==> run_1/wires.png <==
Scale: 8 px per um. Two of the layers only.
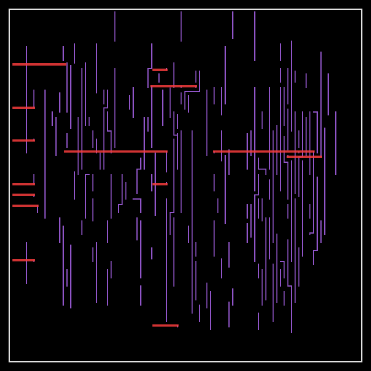
==> run_1/metal_density.png <==
Scale: 6 px per um. The die is cut into 9 by 9 equal tiles; dark purple is low, yellow is high, scaled to the fullest tile. Values are wire area over tile area, all layers added.
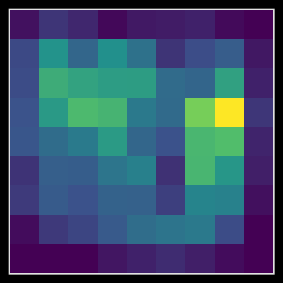
==> run_1/sizes.png <==
Scale: 8 px per um.
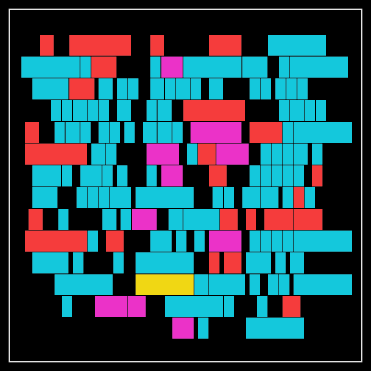
==> run_1/logic_types.png <==
Scale: 8 px per um.
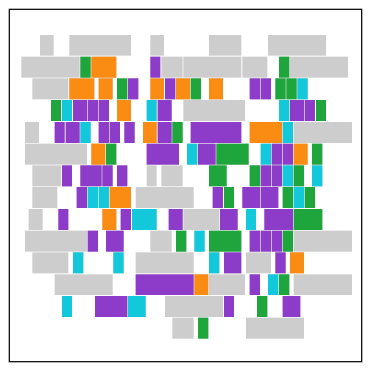
`src/rtl/led_run_ctrl.sv`:
```
// Running-light sequencer: one-hot LED pattern stepped by upstream strobe edges.
// Optional ping-pong mode via `LED_RUN_BOUNCE_EN; default build wraps around.
module led_run_ctrl #(
  parameter int LED_NUM = 4,
  parameter int DWELL   = 1
) (
  input  logic               CLK,
  input  logic               RSTn,
  input  logic               Step_In,
  input  logic               Run_En,
  input  logic               Dir,
  output logic [LED_NUM-1:0] LED_Out,
  output logic               Step_Ack,
  output logic               Busy
);

  typedef enum logic {
    IDLE,
    RUN
  } state_t;

  localparam logic [7:0] LAST = 8'(DWELL - 1);
  localparam logic [LED_NUM-1:0] POS_LSB = LED_NUM'(1);
  localparam logic [LED_NUM-1:0] POS_MSB =
    {1'b1, {(LED_NUM-1){1'b0}}};

  state_t             state_q, state_d;
  logic [LED_NUM-1:0] led_q, led_d;
  logic [LED_NUM-1:0] pos_up, pos_dn, pos_nxt;
  logic [7:0]         cnt_q, cnt_d;
  logic               dir_q, dir_d;
  logic               ack_q, ack_d;
  logic               step_d;
  logic               rise;

  assign rise    = Step_In & ~step_d;
  assign pos_up  = {led_q[LED_NUM-2:0], led_q[LED_NUM-1]};
  assign pos_dn  = {led_q[0], led_q[LED_NUM-1:1]};
  assign pos_nxt = dir_q ? pos_dn : pos_up;

  always_ff @(posedge CLK) begin
    if (!RSTn) begin
      state_q <= IDLE;
      led_q   <= '0;
      cnt_q   <= '0;
      dir_q   <= 1'b0;
      ack_q   <= 1'b0;
      step_d  <= 1'b0;
    end else begin
      state_q <= state_d;
      led_q   <= led_d;
      cnt_q   <= cnt_d;
      dir_q   <= dir_d;
      ack_q   <= ack_d;
      step_d  <= Step_In;
    end
  end

  always_comb begin
    state_d = state_q;
    led_d   = led_q;
    cnt_d   = cnt_q;
    dir_d   = dir_q;
    ack_d   = 1'b0;
    unique case (state_q)
      IDLE: begin
        led_d = '0;
        cnt_d = '0;
        if (Run_En) begin
          state_d = RUN;
          dir_d   = Dir;
          led_d   = Dir ? POS_MSB : POS_LSB;
        end
      end
      RUN: begin
        if (!Run_En) begin
          state_d = IDLE;
          led_d   = '0;
          cnt_d   = '0;
          dir_d   = 1'b0;
        end else if (rise) begin
`ifndef LED_RUN_BOUNCE_EN
          dir_d = Dir;
`endif
          if (cnt_q == LAST) begin
            led_d = pos_nxt;
            cnt_d = '0;
            ack_d = 1'b1;
`ifdef LED_RUN_BOUNCE_EN
            // turn around on arrival so the end bit is lit exactly one dwell
            if (!dir_q && pos_nxt[LED_NUM-1])
              dir_d = 1'b1;
            else if (dir_q && pos_nxt[0])
              dir_d = 1'b0;
`endif
          end else begin
            cnt_d = cnt_q + 8'd1;
          end
        end
      end
      default: state_d = IDLE;
    endcase
  end

  assign LED_Out  = led_q;
  assign Step_Ack = ack_q;
  assign Busy     = (state_q == RUN);

endmodule

```
`config.mk`:
```
export PLATFORM = sky130hd
export DESIGN_NAME = led_run_ctrl
export DESIGN_NICKNAME = d
export VERILOG_FILES = /design/src/rtl/led_run_ctrl.sv
export SDC_FILE = /design/constraint.sdc
export NUM_CORES = 1
export LEC_CHECK = 0
export ABC_AREA = 1
export CAP_MARGIN = 10
export CORE_UTILIZATION = 52
export DETAILED_ROUTE_END_ITERATION = 6
export GPL_TIMING_DRIVEN = 0
export PLACE_DENSITY = 0.81
export SLEW_MARGIN = 20
export SYNTH_ARGS = -nofsm -noshare
export SYNTH_HDL_FRONTEND = slang
export SYNTH_SLANG_ARGS = --single-unit
```
`constraint.sdc`:
```
create_clock -name CLK -period 1.5 [get_ports CLK]
set_clock_uncertainty 0.15 [all_clocks]
set_input_delay 0.45 -clock CLK [delete_from_list [all_inputs] [get_ports CLK]]
set_output_delay 0.45 -clock CLK [all_outputs]
set_load 0.01 [all_outputs]
```
==> impl_metrics.env, run 1 <==
# flow metrics
export IMPL_status="finished, final reports clean"
export IMPL_period_used_pct=97.2
export IMPL_wl_per_cell_um=9.97
export IMPL_numClockSinks=16
export IMPL_synthXorXnorAreaFrac_pct=0.962
export IMPL_dieWidth_um=43.9
export IMPL_place_congestion=0.824
export IMPL_antenna_left=0
export IMPL_slowest_delay_ps=350
export IMPL_hp_class="input pin to register"
export IMPL_synthTopLogicFamily="simple AND/OR/NAND/NOR gates"
export IMPL_dp_cells=158
export IMPL_num_vias=811
export IMPL_fin_crit_ps=1460
export IMPL_drt_initial_drc_count=7
export IMPL_finalNetCount=154
export IMPL_antennaDiodeCount=0
export IMPL_p_total_w=0.000748
export IMPL_tool_warnings=27
export IMPL_synth_cell_types=25
export IMPL_setup_viol=0
export IMPL_ys_sh_simple_pct=41.1
export IMPL_power_density_nw_per_um2=706
export IMPL_io_pins=11
export IMPL_critPathBufInv=1
export IMPL_grt_overflow_total=0
export IMPL_yosys_cells=132
export IMPL_crit_arrival_ps=860
export IMPL_hold_violations=0
export IMPL_fin_area_um2=1060
export IMPL_clockBufferDepth=2
export IMPL_cp_top_family="flip-flops"
export IMPL_fillers=146
export IMPL_drc=0
export IMPL_grt_total_usage_pct=19.5
export IMPL_p_leak_nw=0.475
export IMPL_rows=14
export IMPL_clk_pin_slew_worst_paths_ps=90
export IMPL_max_freq_ghz=0.686
export IMPL_synthAoiAreaFrac_pct=10.0
export IMPL_max_slew_margin_pct=78.9
export IMPL_synth_nets=139
export IMPL_stdcell_count=161
export IMPL_required_ps=900
export IMPL_post_dp_hpwl_mm=1.25
export IMPL_coreArea_um2=1580
export IMPL_path_cells="clkdlybuf4s15_2"
export IMPL_ir_drop_uv=539
export IMPL_vias_per_cell=5.04
export IMPL_setup_ws_ps=42.1
export IMPL_final_cell_mix="nand2_1 (30), nor2_1 (21), inv_1 (16), dfxtp_1 (12)"
export IMPL_grt_antenna_before_repair=0
export IMPL_numCtsBuffers=3
export IMPL_ys_ff=16
export IMPL_grt_start_max_net_pins=11
export IMPL_hold_ws_ps=306
Back to the opening pictures, wires.png:
Key: metal 2 = purple [wire length 804 um]; metal 3 = red [wire length 63.0 um]

Back to the opening pictures, metal_density.png:
The fullest tile reaches 0.46. The emptiest ninth of the die: south-west. The mean over all tiles is 0.13.

Back to the opening pictures, sizes.png:
Key: _2 cells = red [cells 24, share 17%, most used nand2_2]; _3 and _4 cells = magenta [cells 10, share 6.9%, most used clkbuf_4]; _0 and _1 cells = cyan [cells 110, share 76%, most used nand2_1]; _6 and larger = yellow [cells 1, share 0.69%, most used nand2_8]

Back to the opening pictures, logic_types.png:
Key: NAND gates = purple [cells 49]; NOR gates = green [cells 25]; inverters = cyan [cells 22]; inverting AOI/OAI gates = orange [cells 15]

==> run 1: area by class of cell <==
| type | instances | area, um2 | area share (%) |
|---|---|---|---|
| clock buffer | 3 | 22.5 | 2.13 |
| tap | 16 | 20.0 | 1.89 |
| inverter | 22 | 90.1 | 8.50 |
| sequential | 16 | 325 | 30.7 |
| buffer | 1 | 3.75 | 0.354 |
| timing repair buffer | 10 | 83.8 | 7.91 |
| multi-input combinational | 93 | 514 | 48.5 |
==> run 1: cell families (layout without fill, tap and decap cells) <==
kind of cell             after synthesis  count (layout)
AND/OR/NAND/NOR                       74              74
XOR/XNOR                               1               1
flip-flops                            16              16
AND-OR/OR-AND                         16              16
buffers and inverters                 23              36
adder cells (fa/ha/maj)                2               2
==> run 1: metrics by stage <==
| stage | TNS (ps) | util, % |
|---|---|---|
| floorplan | 0 | - |
| global placement | -4080 | 65.4 |
| detailed placement | -4280 | 65.4 |
| CTS | 0 | 67.1 |
| global route | 0 | 67.2 |
| finish | 0 | 67.2 |
==> run 1: cell usage after synthesis <==
master / count
inv_1: 17
nand2_8: 1
nor2_2: 1
ha_1: 2
nor2_1: 21
nor3_2: 1
clkinv_4: 1
nor2_4: 2
nand2_1: 31
nand2_2: 5
nand3b_1: 1
a21boi_1: 1
nand3_2: 1
o21bai_2: 1
a21oi_1: 6
o21ai_0: 7
o21a_1: 1
xor2_1: 1
nand4_1: 2
clkbuf_1: 1
dfxtp_1: 16
inv_2: 4
nand2_4: 1
nand3_4: 1
nand3_1: 6
==> run 1: routing by layer <==
metal | routed length (um) | global-route usage (%)
met1 | 695 | 20.6
met3 | 63 | 3.75
met4 | 42 | 12.7
met2 | 803 | 34.9
met5 | 0 | 0
==> run 1: sequential cells by signal (all words and copies together) (netlist names) <==
register / cells
Step_Ack: 1
dir_q: 1
LED_Out: 4
step_d: 1
Busy: 1
cnt_q: 8
==> run 1: path summary, 6_finish.rpt <==
check                   from          to  slack (ps)  cells past startpoint
hold / removal       Step_In      step_d         310                      3
setup reg to reg    cnt_q[0]    cnt_q[2]         120                      7
setup / recovery  LED_Out[1]  LED_Out[1]          40                      1
hold reg to reg   LED_Out[1]  LED_Out[1]         330                      2
==> run 1: what timing repair did <==
action / 4_1_cts / 5_1_grt
resized: 18 / 12
setup endpoints to repair: 14 / 15
hold buffers: 0 / 0
gates cloned: 0 / 0
pin swaps: 0 / 1
==> run 1: report_power, final <==
group / total (W) / internal (W) / switching (W)
registers: 0.000438 / 0.000433 / 0.00000495
logic: 0.0000866 / 0.0000335 / 0.0000531
clock network: 0.000224 / 0.0000934 / 0.000130
total: 0.000748 / 0.000560 / 0.000188
==> inputs of run 2 (changes only) <==
Settings changed: ABC_AREA 1 to default, CORE_MARGIN from default to 3, PLACE_DENSITY 0.81 to 0.82.
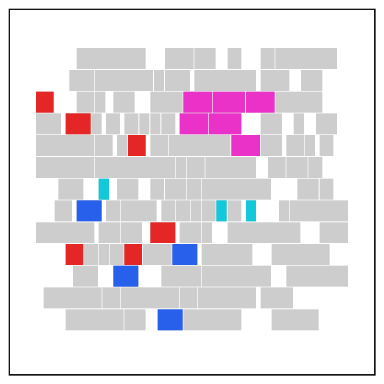
(run_2/logic_types.png)
Scale: 8 px per um.
Key: XOR/XNOR gates = blue [cells 4]; multiplexers = magenta [cells 6, where north]; inverters = cyan [cells 3]; AND and OR gates = red [cells 6, where west]

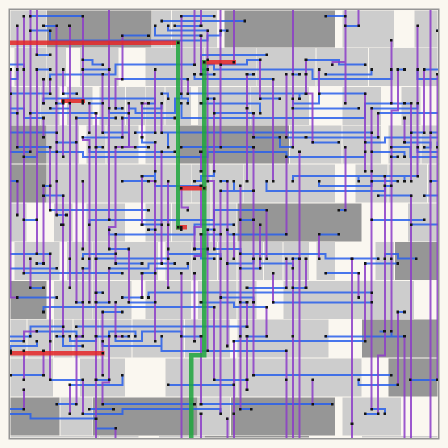
(run_2/detail.png)
Window x 8 to 38, y 8 to 38 um. Cells in grey, sequential cells in the stronger grey; small squares are vias.
Key: metal 3 = red; metal 4 = green; metal 2 = purple; metal 1 = blue
Sequential cells in the window: 7. Netlist names of flops here include `cnt_q` (3), `LED_Out` (2). Most frequent: nor2_1 (8), buf_4 (7), nand2_1 (5). 83 logic cells have their middle in the window.

==> impl_metrics.env, run 2 <==
# flow metrics
export IMPL_status="finished with violations"
export IMPL_violations="setup timing"
export IMPL_cp_end_kind="register"
export IMPL_clockBufferDepth=2
export IMPL_fin_crit_ps=1600
export IMPL_crit_arrival_ps=1650
export IMPL_io_pins=11
export IMPL_wl_per_cell_um=15.2
export IMPL_place_congestion=0.829
export IMPL_max_freq_ghz=0.623
export IMPL_root_buffer="clkbuf_4"
export IMPL_edf_count=0
export IMPL_tool_warnings=29
export IMPL_coreArea_um2=1380
export IMPL_hold_violations=0
export IMPL_vias_per_cell=5.66
export IMPL_drt_initial_drc_count=15
export IMPL_rows=13
export IMPL_clk_pin_slew_worst_paths_ps=100
export IMPL_numClockSinks=16
export IMPL_antennaDiodeCount=0
export IMPL_ys_ff=16
export IMPL_power_density_nw_per_um2=753
export IMPL_grt_antenna_before_repair=0
export IMPL_hold_ws_ps=366
export IMPL_antenna_left=0
export IMPL_grt_overflow_total=0
export IMPL_setup_viol=9
export IMPL_grt_start_max_net_pins=11
export IMPL_async_reset_ff_share_pct=0
export IMPL_required_ps=1550
export IMPL_critPathMaxFanout=6
export IMPL_max_slew_margin_pct=69.2
export IMPL_topCellsByArea="dfxtp_1 (39%), nor2_1 (5.1%), mux2i_1 (4.9%)"
export IMPL_post_dp_hpwl_mm=1.10
export IMPL_setup_ws_ps=-105
export IMPL_p_leak_nw=0.425
export IMPL_cts_hold_buf=0
export IMPL_finalNetCount=117
export IMPL_period_used_pct=107
export IMPL_dp_cells=112
export IMPL_hp_class="input pin to register"
export IMPL_yosysMostFrequentCell="dfxtp_1"
export IMPL_synth_nets=94
export IMPL_ir_drop_uv=701
export IMPL_final_cell_mix="dfxtp_1 (10), buf_4 (8), nor2_1 (8), nand2_1 (5)"
export IMPL_timing_setup_tns_ps=-247
export IMPL_synthFlopType="dfxtp_1"
export IMPL_ys_seq_share_pct=39.4
export IMPL_num_vias=702
export IMPL_synth_cell_types=30
export IMPL_yosys_cells=87
export IMPL_fp_util_pct=58.7
export IMPL_stdcell_count=124
export IMPL_grt_total_usage_pct=19.9
==> run 2: cell count changes after synthesis, moves of 4 or more <==
cell,before,now
inv_1,17,3
inv_2,4,0
mux2i_1,0,4
nand2_1,31,7
nand2_2,5,0
nor2_1,21,11
o21ai_0,7,3
==> run 2: final cells by class <==
cell class              instances  area [um2]
plain buffers                   2        18.8
clock buffers                   4        36.3
fillers                        92         288
inverters                       3        11.3
multi-input cells              66         532
flip-flops and latches         16         333
well taps                      15        18.8
repair buffers                 18         145
==> run 2: cells by family after synthesis <==
logic type      Yosys count  synth area share, %
mux                       6                 7.70
flops                    16                 39.4
xor+xnor                  4                 4.32
fa+ha+maj                 2                 3.08
compound gates           15                 14.0
simple gates             39                 28.8
buf+inv                   5                 2.62
==> run 2: final timing paths <==
check	start	end	slack (ps)	cells past startpoint
worst max register to register	cnt_q[0]	LED_Out[3]	-60	6
worst min register to register	LED_Out[2]	LED_Out[2]	380	2
worst min-delay path	Step_In	step_d	370	2
worst max-delay path	RSTn	LED_Out[3]	-100	5
==> run 2: where the power goes <==
part / switching [W] / leakage (nW) / total [W] / internal (W)
registers: 0.00000628 / 0.133 / 0.000435 / 0.000429
clock network: 0.000146 / 0.0210 / 0.000295 / 0.000148
logic: 0.0000500 / 0.270 / 0.0000951 / 0.0000451
==> run 2: per-layer routing <==
metal  track usage (%)  vias up  part of all wire [%]
met3              4.74        5                   3.0
met5                 0        -                     0
met4              12.3        0                   2.2
li1                  -      355                     -
met1              23.8      329                    43
met2              31.8       13                    52
==> run 2: repair_timing <==
| action | in CTS | in global routing |
|---|---|---|
| setup buffers | 6 | 2 |
| gates resized | 34 | 14 |
| endpoints found under the hold margin | 0 | 0 |
| pin swaps | 7 | 7 |
| setup endpoints to repair | 18 | 17 |
==> run 2: through the flow <==
stage | util, % | power (W) | setup WS [ps] | cell area (um2)
6_report | 79.2 | 0.000825 | -105 | 1090
5_1_grt | 79.2 | 0.000863 | -164 | 1090
4_1_cts | 77.6 | 0.000823 | -14.0 | 1070
3_5_place_dp | 67.3 | 0.000520 | -565 | 931
3_3_place_gp | 67.3 | 0.000519 | -566 | 931
2_1_floorplan | - | 0.000490 | 42.3 | 812
==> run 2: worst max-delay path, stage by stage <==
cell             delay (ps)
clkdlybuf4s50_1         520
and2_1                  160
buf_6                   140
nand2_4                  80
o311ai_2                300
Power figures rest on the tool's default switching activity, not on a simulated workload.
